==> config.mk <==
export PLATFORM = sky130hd
export DESIGN_NAME = bmem_arbiter
export DESIGN_NICKNAME = d
export VERILOG_FILES = /design/src/rtl/rv32i_types.sv /design/src/rtl/bmem_burst_deser.sv /design/src/rtl/bmem_arbiter.sv
export SDC_FILE = /design/constraint.sdc
export NUM_CORES = 1
export LEC_CHECK = 0
export CAP_MARGIN = 15
export CELL_PAD_IN_SITES_DETAIL_PLACEMENT = 0
export CELL_PAD_IN_SITES_GLOBAL_PLACEMENT = 1
export CORE_AREA = 2 2 398 400
export DETAILED_ROUTE_END_ITERATION = 10
export DIE_AREA = 0 0 400 402
export PLACE_DENSITY = 0.48
export SKIP_CTS_REPAIR_TIMING = 1
export SYNTH_ARGS = -nofsm -noshare
export SYNTH_HDL_FRONTEND = slang
export SYNTH_SLANG_ARGS = --single-unit
==> constraint.sdc <==
create_clock -name clk -period 7.03 [get_ports clk]
set_input_delay 1.406 -clock clk [delete_from_list [all_inputs] [get_ports clk]]
set_output_delay 1.406 -clock clk [all_outputs]
set_load 0.005 [all_outputs]
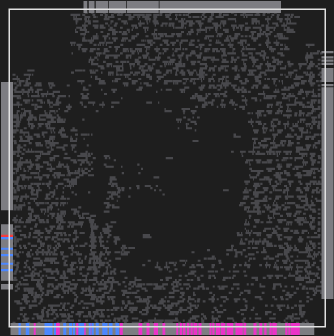
(run_1/io_placement.png)
Pins as bars across the die edge, other pins in grey.
legend:
  red:
    port: `d_write`
    pins: 1
    direction: input
    edge: west
  magenta:
    port: `bmem_wdata`
    pins: 64
    direction: output
    edge: south
  blue:
    port: `bmem_addr`
    pins: 32
    direction: output
    edge: 27 south, 5 west
all pins by edge: 418 south, 231 north, 212 east, 174 west
Die W: 400 um
Port Buffers: 1034
die span in y: 402 um

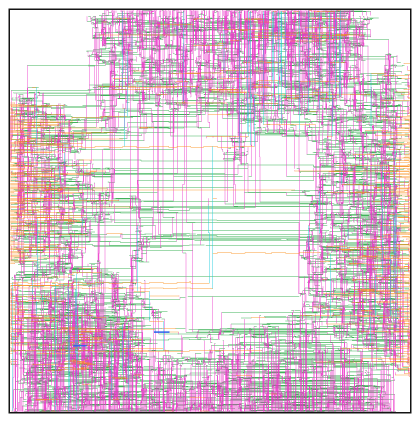
(run_1/wires.png)
Scale: 1 px per um.
legend:
  cyan:
    layer: metal 4
    wire_length: 4300 um
  orange:
    layer: metal 3
    wire_length: 12700 um
  green:
    layer: metal 1
    wire_length: 76.7 mm
  blue:
    layer: metal 5
    wire_length: 25.8 um
  magenta:
    layer: metal 2
    wire_length: 76.1 mm
WL final: 169.8 mm
WL per Instance: 28.32 um
Tot GR Track Use: 0.2025
vias: 26.15k

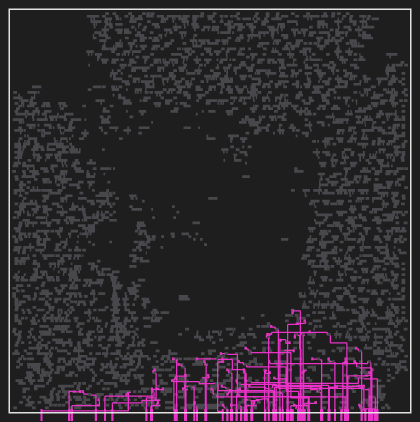
(run_1/io_fan.png)
Scale: 1 px per um.
legend:
  magenta:
    port: `bmem_wdata`
    bits: 64
    direction: output
    edge: south
    end_cells: 64
    wire: 4100 um
I/O pins: 1035

==> summary.txt, run 1 <==
run results: Max stage delay on crit path roughly 0.47 ns, maximum vdd drop approximately 0.15 mV, gpl congestion about 0.92, Core Util, Final 0.2581, H-tree levels 3, GRT overflow 0, WHS 0.4461 ns, fin area about 40000 um^2, Final Hold Fails 0, Chip Area, Yosys 25200 um^2, ys cells 2975, Die ar. around 160000 um^2, Registers, synthesis 594, Setup CP Type in -> out, number of enable flip-flop cells 0, Synth Flop Type dfxtp_1, final setup fails 0, number of global-route vias before repair ~25k, crit path cell chain clkdlybuf4s50_1 -> xor2_1 -> a221o_1 -> nor4_1 -> nand3_1 -> o31ai_1 -> buf_4 -> mux2_2 -> o21ai_1 -> ha_1 -> and2_1 -> a21o_1 -> buf_12 -> a22o_1 -> clkdlybuf4s50_1, outcome complete, no violations, worst rel slew slack 0.2308, Synth Seq Share 0.4718, root buf cell clkbuf_16, dpl cell area 37850 um^2, period utilization 0.9619, RSZ-0062 raised after global routing no, Cell Type Count 42, CP endpoint kind output port, DR iter-0 viols 1929, Async SR Flop Fraction 0, worst reg-to-reg setup slack approximately 2.2 ns, initial antenna violation count 18, clock buffer depth 3, worst path bufs/invs 4, final worst slack between 0.2 and 0.3 ns, Post-Place Worst Slack about 0.18 ns, CTS tree built, Fillers 16.98k, setup TNS 0 ns, CP startpoint kind input pin, Syn Std Cell Area 25200 um^2, clk_lat worst skew 0.68 ns, CTS Buf Count 81, Tool Warnings 45, yosys warns 0, yosys aoi share 0.1409, largest net degree at the start of global routing 194, Req. time, crit path 5.62 ns, dpl cells 5848, DRT Pass-1 Iters 5, power per standard cell area approximately 210 nW/um^2, crit-path most repeated cell clkdlybuf4s50_1, first-pass GRT wire length 226.8 mm, Detail Placement HPWL 123.0 mm, CTS clk-pin slew, worst paths 0.05 ns, clock tree sinks 594, Fmax 147.9 MHz, total core area between 150000 and 200000 um^2, Adder-Cell Fraction of Synth Area 0.008936, largest area contributor in the netlist dfxtp_1, Post-Syn Area per Cell 8.472 um^2, Worst Tran Pin Value 1.154 ns, # rows 146, cell count after synthesis 2975, Post-synth mux share 0.05883, Vias/cell 4.362, Critical Path AT 5.36 ns, Logic family by area simple AND/OR/NAND/NOR gates, crit-path max FO 26, Top-area cell share 0.4718, ANT nets after route 0, Synth Area in Simple Gates 0.2208, top cells, area dfxtp_1 47%, nand3_1 10%, a21oi_1 10%, fin crit period between 6 and 7 ns, Syn Nets 3416, fin cells roughly 6.0k, XOR-XNOR Cells, Area Fraction 0.04448, P_leak 0.01302 uW, ratio of cells with drive above 1 in the final layout 0.08093, critical path depth 15, slowest cell on the critical path clkdlybuf4s50_1, R2R cell count 18, Max Cap Viol 0, Hold WC Path Type reg -> reg, CP delay by family, top buffers and inverters, # nets final 4300, area grow syn2layout 60.87%, Residual DRC 0, initial core utilization 0.1604, Setup Skew 0.03232 ns, Final Total Pwr approximately 8600 uW, max-slew violation count 0, Hold Path Depth 2
==> run 1: layer usage <==
metal  up-vias  track usage  routed length, um
met2       993       0.3152              76070
met4         4      0.05092               4302
met3       163      0.05681              12690
met1     12940       0.2739              76710
li1      12050            -                  -
met5         -            0                 25
==> run 1: tightest hold or removal path, cell delays in order, from the launching register on <==
cell	delay [ns]
dfxtp_1	0.30
nand2_1	0.05
a21oi_1	0.05
==> run 1: Yosys cell counts (all sizes together), types with 3 or more instances <==
cell / n
dfxtp: 594
nand2: 530
nand3: 520
a21oi: 517
clkbuf: 257
a22o: 95
xnor2: 86
and2: 75
buf: 68
mux4: 64
xor2: 42
nand4: 19
ha: 18
nor4: 14
nor3: 11
nor3b: 9
inv: 8
and3: 7
nor2: 7
nor2b: 4
o22ai: 4
mux2i: 3
o21ai: 3
==> run 1: where the power goes <==
group          switching, uW  total [uW]  internal, uW
Clock                   1750        4220          2470
Combinational            453         934           480
Sequential              48.3        3440          3390
==> run 1: placed cells by master, fill, tap and decap left out, types with 9 or more instances in the layout <==
cell and n:
ha_1 18, clkbuf_16 83, dfxtp_1 592, nand2_1 522
nand3_1 520, buf_4 76, buf_12 16, mux4_2 64
a21oi_1 515, nor3_1 9, clkbuf_1 17, xor2_1 42
clkinv_2 9, and2_1 67, nor4_1 13, nand4_1 19
a22o_1 95, clkbuf_8 17, xnor2_1 86, clkdlybuf4s50_1 1033
==> run 1: cell type report <==
cell class                 count  area (um^2)  area share
antenna                        7        17.52   0.0004320
clock buffer                 117         2375     0.05857
clock inverter                24        307.8    0.007591
inverter                       8        30.03   0.0007406
multi-input combinational   2048        12080      0.2979
sequential                   594        11900      0.2934
tap                         2072         2592     0.06394
timing repair buffer        1126        11250      0.2774
==> run_1/flops_by_reg.png <==
Scale: 1 px per um.
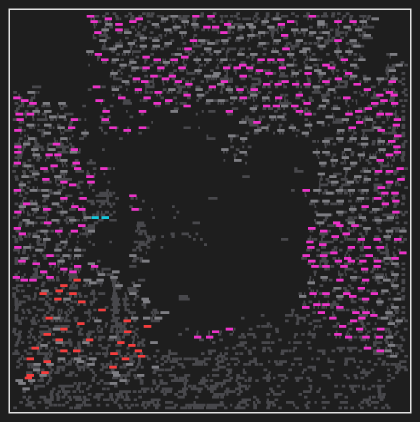

--- run 2 (diff from run 1) ---
--- a/config.mk
+++ b/config.mk
@@ -7,12 +7,14 @@
 export LEC_CHECK = 0
 export CAP_MARGIN = 15
 export CELL_PAD_IN_SITES_DETAIL_PLACEMENT = 0
-export CELL_PAD_IN_SITES_GLOBAL_PLACEMENT = 1
-export CORE_AREA = 2 2 398 400
+export CELL_PAD_IN_SITES_GLOBAL_PLACEMENT = 2
+export CORE_AREA = 2 2 405 407
+export CTS_CLUSTER_SIZE = 10
 export DETAILED_ROUTE_END_ITERATION = 10
-export DIE_AREA = 0 0 400 402
-export PLACE_DENSITY = 0.48
+export DIE_AREA = 0 0 407 409
+export PLACE_DENSITY = 0.58
 export SKIP_CTS_REPAIR_TIMING = 1
 export SYNTH_ARGS = -nofsm -noshare
 export SYNTH_HDL_FRONTEND = slang
+export SYNTH_HIERARCHICAL = 1
 export SYNTH_SLANG_ARGS = --single-unit
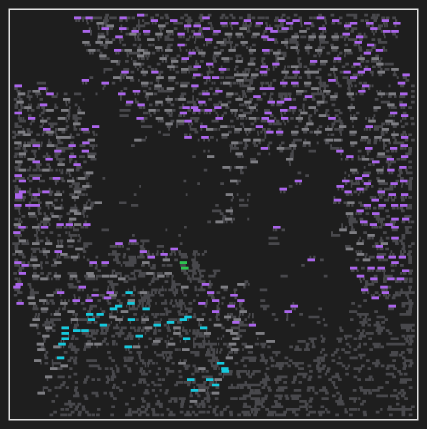
(run_2/flops_by_reg.png)
Scale: 1 px per um.
legend:
  cyan:
    signal: `u_d_deser/addr`
    placed_flops: 32
  green:
    signal: `u_d_deser/cnt`
    placed_flops: 2
  purple:
    signal: `u_d_deser/line`
    placed_flops: 256
    where: all over the die
not coloured: 304
Core Util, Final: 0.2627
P_seq: 3420 uW
Seq area share: 0.2795

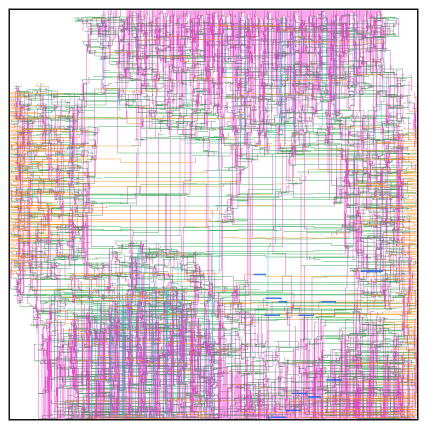
(run_2/wires.png)
Scale: 1 px per um.
legend:
  magenta:
    layer: metal 2
    wire_length: 82.8 mm
  orange:
    layer: metal 3
    wire_length: 13600 um
  cyan:
    layer: metal 4
    wire_length: 6010 um
  green:
    layer: metal 1
    wire_length: 72.8 mm
  blue:
    layer: metal 5
    wire_length: 165 um
vias: 26.67k
WL final: 175.4 mm

==> run 2 against run 1 <==
Net effect: combinational power shrank 7.8%; final area grew 5.0%; global-route usage is essentially flat; register-to-register slack gained 0.25 ns; sequential share of layout area shrank 1.4 points; final cell count grew 3.6%; worst setup slack lost 0.0084 ns; sequential power is essentially flat; maximum frequency shrank 0.12%; critical path type unchanged; critical endpoint is now bmem_addr[31]; largest power group unchanged; highest routed layer unchanged.
==> summary.txt, run 2 <==
run results: outcome complete, no violations, M1 WL 72.77 mm, Tool Warnings 51, DR iter-0 viols ~1.8k, Fmax 147.7 MHz, Comb gate area ~14000 um^2, cell count after synthesis 3033, Top Layout Cells 1033 x clkdlybuf4s50_1, 592 x dfxtp_1, 542 x nand2b_1, 519 x nand3_1, 518 x a21oi_1, Port Buffers 1034, Fillers 17.42k, combinational share of power 0.102, total core area between 150000 and 200000 um^2, gpl congestion between 0.9 and 1, clock tree sinks 594, ys cells 3033, Synth Flop Type dfxtp_1, max-slew violation count 0, H-tree levels 3, DRT Pass-1 Iters 5, CP startpoint kind input pin, Hold Path Depth 2, P_leak roughly 0.013 uW, Critical Path AT 5.36 ns, dpl cell area between 30000 and 40000 um^2, Residual DRC 0, clk_lat worst skew 0.70 ns, final setup fails 0, # nets final 4402, clock buffer depth 3, fin area 42570 um^2, yosys warns 6, Req. time, crit path ~5.6 ns, Setup CP Type in -> out, initial antenna violation count 44, RSZ-0062 raised after global routing no, met2 wire len ~83 mm, largest net degree at the start of global routing 161, largest area contributor in the netlist dfxtp_1, crit-path max FO 32, Seq pwr share 0.405, most frequent logic cell in the layout clkdlybuf4s50_1, fin cells 6210, final worst slack 0.2596 ns, CTS clk-pin slew, worst paths 0.06 ns, Final Total Pwr 8453 uW, Synth Seq Share 0.4378, most common library cells after synthesis 594 x dfxtp_1, 542 x nand2b_1, 519 x nand3_1, 518 x a21oi_1, 156 x clkbuf_1, Cell Type Count approximately 49, Vias/cell 4.295, Syn Std Cell Area between 20000 and 30000 um^2, I/O pins 1035, Syn Nets 3474, dpl cells 6052, number of enable flip-flop cells 0, GRT overflow 0, switching portion of total power 0.2622, Async SR Flop Fraction 0, Registers, synthesis 594, met3 WL post-DR 13.63 mm, Post-Place Worst Slack 0.1342 ns, M2 GR Usage 0.3343, Pint just over 6000 uW, ratio of cells with drive above 1 in the final layout 0.07365, fin crit period 6.770 ns, first-pass GRT wire length roughly 230 mm, Clk pwr share 0.493, number of global-route vias before repair 25.61k, maximum vdd drop around 0.16 mV, period utilization 0.9631, Top-area cell share 0.4378, worst reg-to-reg setup slack 2.41 ns, Post-Syn Area per Cell 8.955 um^2, ANT nets after route 0, Hold WC Path Type reg -> reg, power per standard cell area 198.6 nW/um^2, Detail Placement HPWL 131.6 mm, CTS Buf Count 82, Die W slightly above 400 um, Worst Tran Pin Value 1.074 ns, FF+latch area 11900 um^2, Die ar. 166500 um^2, R2R cell count 16, sw power 2216 uW, area grow syn2layout 56.73%, most instantiated library cell after synthesis dfxtp_1, # rows between 100 and 150, root buf cell clkbuf_16, CP endpoint kind output port, GRT Max-Usage Layer met2, die span in y 409 um, CTS tree built, Tot GR Track Use 0.2022, setup TNS 0 ns, met3 global-route usage 0.06459, top cells, area dfxtp_1 44%, nand2b_1 12%, nand3_1 9.6%, Final Hold Fails 0, Chip Area, Yosys 27160 um^2, Max Used Layer met5, Setup Skew 0.03327 ns, initial core utilization 0.1676, Max Cap Viol 0, worst rel slew slack 0.2841
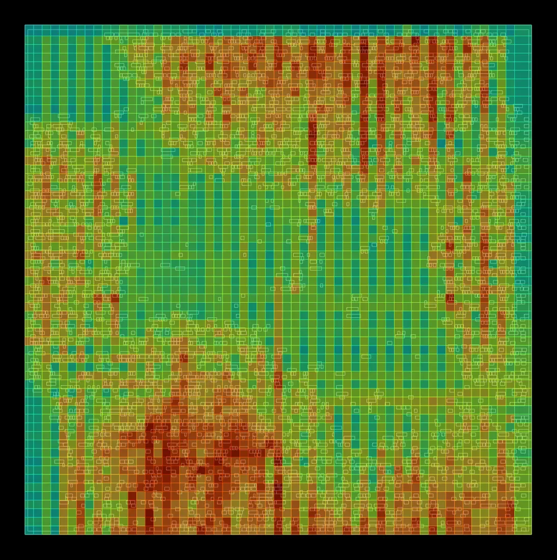
(run_2/congestion.png)
WL per Instance: 28.24 um
met1 Use GR: 0.2465

run 2: cell types whose count changed after synthesis, moves of 48 or more:
cell / change
xnor2_1: -71
nor2_1: +73
a22o_1: -63
clkbuf_1: -101
buf_2: +48
nand2_1: -522
mux2i_1: +64
nand2b_1: +542
run 2: stage by stage:
| stage | hold slack (ns) | util |
|---|---|---|
| 2_1_floorplan | 0.4614 | - |
| 3_3_place_gp | 0.4521 | 0.2460 |
| 3_5_place_dp | 0.4580 | 0.2460 |
| 4_1_cts | 0.4658 | 0.2624 |
| 5_1_grt | 0.4774 | 0.2625 |
| 6_report | 0.4635 | 0.2627 |
run 2: cell type report:
type | count | share of cell area
Multi-Input combinational cell | 2150 | 0.3288
Sequential cell | 594 | 0.2795
Timing Repair Buffer | 1111 | 0.2624
Tap cell | 2175 | 0.06393
Clock buffer | 126 | 0.05679
Clock inverter | 16 | 0.005614
Inverter | 22 | 0.001940
Antenna cell | 16 | 0.0009406
run 2: cell families after synthesis:
| group | share of synthesized area |
|---|---|
| simple gates | 0.2773 |
| xor+xnor | 0.03064 |
| mux | 0.07776 |
| fa+ha+maj | 0.008292 |
| flops | 0.4378 |
| buf+inv | 0.05146 |
| compound gates | 0.1167 |
run 2: worst max-delay path: stages:
cell and delay (ns):
clkdlybuf4s50_1 0.45, xor2_1 0.17, nor4_2 0.41, buf_4 0.17, nand3_1 0.09, buf_4 0.18
nor4_4 0.32, nor3_1 0.10, o31ai_1 0.36, ha_1 0.31, and2_1 0.15, a21o_1 0.20
buf_12 0.17, a22o_1 0.35, clkdlybuf4s50_1 0.48
run 2: power by group through the flow:
stage	combinational [uW]	clock [uW]	sequential [uW]
floorplan	285	0	3470
global placement	869	0	3500
detailed placement	863	0	3500
CTS	868	4340	3420
global route	905	4450	3420
finish	861	4170	3420
Power and IR drop assume default switching activity.
